--- config.mk ---
export PLATFORM = sky130hd
export DESIGN_NAME = cfg_cmd_sequencer
export DESIGN_NICKNAME = d
export VERILOG_FILES = /design/src/rtl/cfg_cmd_sequencer.sv
export SDC_FILE = /design/constraint.sdc
export NUM_CORES = 1
export LEC_CHECK = 0
export ABC_AREA = 1
export CAP_MARGIN = 20
export CORE_MARGIN = 4
export CORE_UTILIZATION = 51
export CTS_CLUSTER_SIZE = 25
export DETAILED_ROUTE_END_ITERATION = 8
export PLACE_DENSITY_LB_ADDON = 0.08
export SYNTH_ARGS = -nofsm -noshare
export SYNTH_HDL_FRONTEND = slang
export SYNTH_SLANG_ARGS = --single-unit
export TNS_END_PERCENT = 50
--- constraint.sdc ---
create_clock -name clk_in -period 1.75 [get_ports clk_in]
set_input_delay 0.35 -clock clk_in [delete_from_list [all_inputs] [get_ports clk_in]]
set_output_delay 0.35 -clock clk_in [all_outputs]
set_load 0.005 [all_outputs]
--- src/rtl/cfg_cmd_sequencer.sv ---
// Telecommand framer: EB/addr/dhi/dlo/xor-checksum frames -> single-cycle config writes.
// Optional `CFG_ADDR_RANGE_CHK_EN rejects checksum-valid frames addressed outside 0x02..0x15.
module cfg_cmd_sequencer #(
   parameter logic [7:0]  HEADER      = 8'hEB,
   parameter logic [15:0] TIMEOUT_CYC = 16'd50000,
   parameter int unsigned WR_GAP      = 4
) (
   input  logic        clk_in,
   input  logic        rst_in,
   input  logic [7:0]  rx_data_in,
   input  logic        rx_valid_in,
   output logic        rx_ready_out,
   output logic        wr_out,
   output logic [7:0]  wr_addr_out,
   output logic [15:0] wr_data_out,
   output logic        busy_out,
   output logic [15:0] good_frame_cnt_out,
   output logic [7:0]  chk_err_cnt_out,
   output logic [7:0]  tout_err_cnt_out,
   output logic [1:0]  last_err_out
);

   typedef enum logic [2:0] {StIdle, StAddr, StDhi, StDlo, StChk, StWrite, StGap} state_e;

   state_e      state_q, state_d;
   logic [7:0]  addr_q, addr_d, dhi_q, dhi_d, dlo_q, dlo_d;
   logic [15:0] tout_q, tout_d, gap_q, gap_d;
   logic [7:0]  wr_addr_q, wr_addr_d;
   logic [15:0] wr_data_q, wr_data_d;
   logic [15:0] good_q, good_d;
   logic [7:0]  chk_err_q, chk_err_d, tout_err_q, tout_err_d;
   logic [1:0]  last_err_q, last_err_d;
   logic        accept, in_frame;

   assign rx_ready_out       = (state_q != StWrite) && (state_q != StGap);
   assign accept             = rx_valid_in && rx_ready_out;
   assign in_frame           = (state_q == StAddr) || (state_q == StDhi) ||
                               (state_q == StDlo) || (state_q == StChk);
   assign wr_out             = (state_q == StWrite);
   assign busy_out           = (state_q != StIdle);
   assign wr_addr_out        = wr_addr_q;
   assign wr_data_out        = wr_data_q;
   assign good_frame_cnt_out = good_q;
   assign chk_err_cnt_out    = chk_err_q;
   assign tout_err_cnt_out   = tout_err_q;
   assign last_err_out       = last_err_q;

   always_comb begin
      state_d    = state_q;
      addr_d     = addr_q;
      dhi_d      = dhi_q;
      dlo_d      = dlo_q;
      tout_d     = 16'd0;
      gap_d      = gap_q;
      wr_addr_d  = wr_addr_q;
      wr_data_d  = wr_data_q;
      good_d     = good_q;
      chk_err_d  = chk_err_q;
      tout_err_d = tout_err_q;
      last_err_d = last_err_q;

      // An accepted byte beats a timeout landing on the same cycle.
      if (in_frame && !accept) begin
         if (tout_q == TIMEOUT_CYC - 16'd1) begin
            state_d    = StIdle;
            tout_err_d = (tout_err_q == 8'hFF) ? tout_err_q : tout_err_q + 8'd1;
            last_err_d = 2'b10;
         end else begin
            tout_d = tout_q + 16'd1;
         end
      end

      case (state_q)
         StIdle: if (accept && rx_data_in == HEADER) state_d = StAddr;
         StAddr: if (accept) begin
            addr_d  = rx_data_in;
            state_d = StDhi;
         end
         StDhi: if (accept) begin
            dhi_d   = rx_data_in;
            state_d = StDlo;
         end
         StDlo: if (accept) begin
            dlo_d   = rx_data_in;
            state_d = StChk;
         end
         StChk: if (accept) begin
            if (rx_data_in == (addr_q ^ dhi_q ^ dlo_q)) begin
`ifdef CFG_ADDR_RANGE_CHK_EN
               if (addr_q < 8'h02 || addr_q > 8'h15) begin
                  state_d    = StIdle;
                  last_err_d = 2'b11;
               end else begin
                  state_d   = StWrite;
                  wr_addr_d = addr_q;
                  wr_data_d = {dhi_q, dlo_q};
               end
`else
               state_d   = StWrite;
               wr_addr_d = addr_q;
               wr_data_d = {dhi_q, dlo_q};
`endif
            end else begin
               state_d    = StIdle;
               chk_err_d  = (chk_err_q == 8'hFF) ? chk_err_q : chk_err_q + 8'd1;
               last_err_d = 2'b01;
            end
         end
         StWrite: begin
            good_d  = good_q + 16'd1;
            gap_d   = 16'd0;
            state_d = (WR_GAP == 0) ? StIdle : StGap;
         end
         StGap: begin
            if (gap_q == 16'(WR_GAP - 1)) state_d = StIdle;
            else gap_d = gap_q + 16'd1;
         end
         default: state_d = StIdle;
      endcase
   end

   always_ff @(posedge clk_in or negedge rst_in) begin
      if (!rst_in) begin
         state_q    <= StIdle;
         addr_q     <= 8'd0;
         dhi_q      <= 8'd0;
         dlo_q      <= 8'd0;
         tout_q     <= 16'd0;
         gap_q      <= 16'd0;
         wr_addr_q  <= 8'd0;
         wr_data_q  <= 16'd0;
         good_q     <= 16'd0;
         chk_err_q  <= 8'd0;
         tout_err_q <= 8'd0;
         last_err_q <= 2'b00;
      end else begin
         state_q    <= state_d;
         addr_q     <= addr_d;
         dhi_q      <= dhi_d;
         dlo_q      <= dlo_d;
         tout_q     <= tout_d;
         gap_q      <= gap_d;
         wr_addr_q  <= wr_addr_d;
         wr_data_q  <= wr_data_d;
         good_q     <= good_d;
         chk_err_q  <= chk_err_d;
         tout_err_q <= tout_err_d;
         last_err_q <= last_err_d;
      end
   end

endmodule

==> images/met1.png <==
Supply wires on this layer in grey.
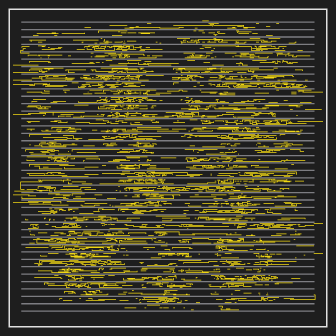
The layer holds 43% of the routed length. The layer carries 6110 µm of wire. The wires run mostly horizontal.
via count: 5144
routed wire length: 14.2 mm
met1 usage: 0.273

==> images/final_clocks.png <==
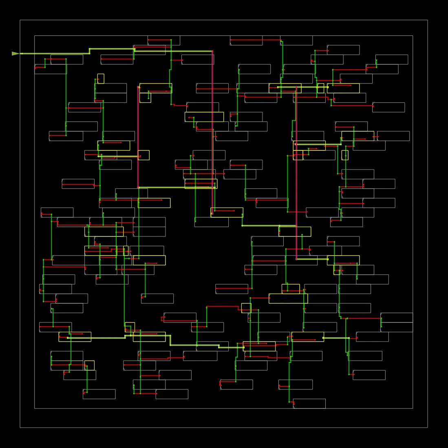
seq_cells: 117
Sink Count: 117
worst-case clock skew: 11.5 ps

==> images/met4.png <==
Supply wires on this layer in grey.
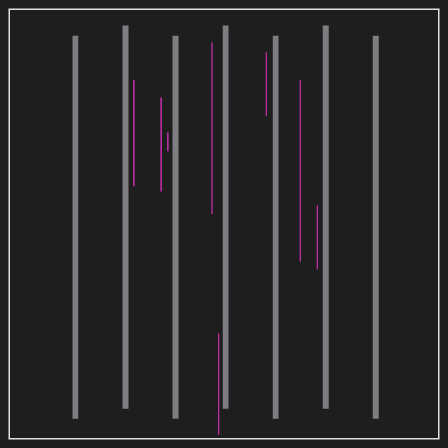
The layer holds 1.5% of the routed length. The layer carries 215 µm of wire. The wires run mostly vertical.

==> images/zoom.png <==
Bar = 10 µm. Region (43, 43) to (73, 73) µm. Cells in grey, sequential cells in the stronger grey; small squares are vias.
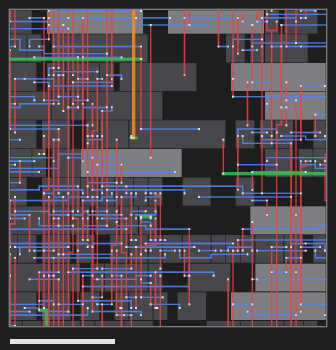
Key: green = met3; orange = met4; blue = met1; red = met2
Most frequent: nand2_1 (18), buf_4 (14), o21ai_0 (9). 81 logic cells have their middle in the window. Sequential cells in the window: 8. Netlist names of flops here include dlo_q (3), dhi_q (2).

==> flow_summary.json <==
{
  "pwr-share-seq": 0.386,
  "dr.pass1.iters": 5,
  "synth.largest_area_cell": "dfrtp_1",
  "max-vdd-ir-drop_v": 0.000706,
  "dr_wl_met2_mm": 7.27,
  "status": "finished, final reports clean",
  "drt_iter0_drc": 350,
  "post-cts-setup-buffer-count": 11,
  "endpoint": "busy_out",
  "crit_start": "state_q[2]",
  "place.gp.congestion": 0.919,
  "flop_area_um2": 2940,
  "fin_util": 0.720,
  "r2r_end": "wr_addr_out[7]",
  "ys_chip_area_um2": 5950,
  "period_needed_ps": 1740,
  "path_buffers": 2,
  "critPathArrivalTime_ps": 1390,
  "crit_path_end_kind": "primary output",
  "pg_seq_w": 0.00338,
  "final_cell_mix": "nand2_1, dfrtp_1, inv_1",
  "top_cells_by_area": "dfrtp_1, nand2_1, xor2_1, inv_1, nand3_1"
}
No activity file was given, so power comes from the tool's default toggle rates.
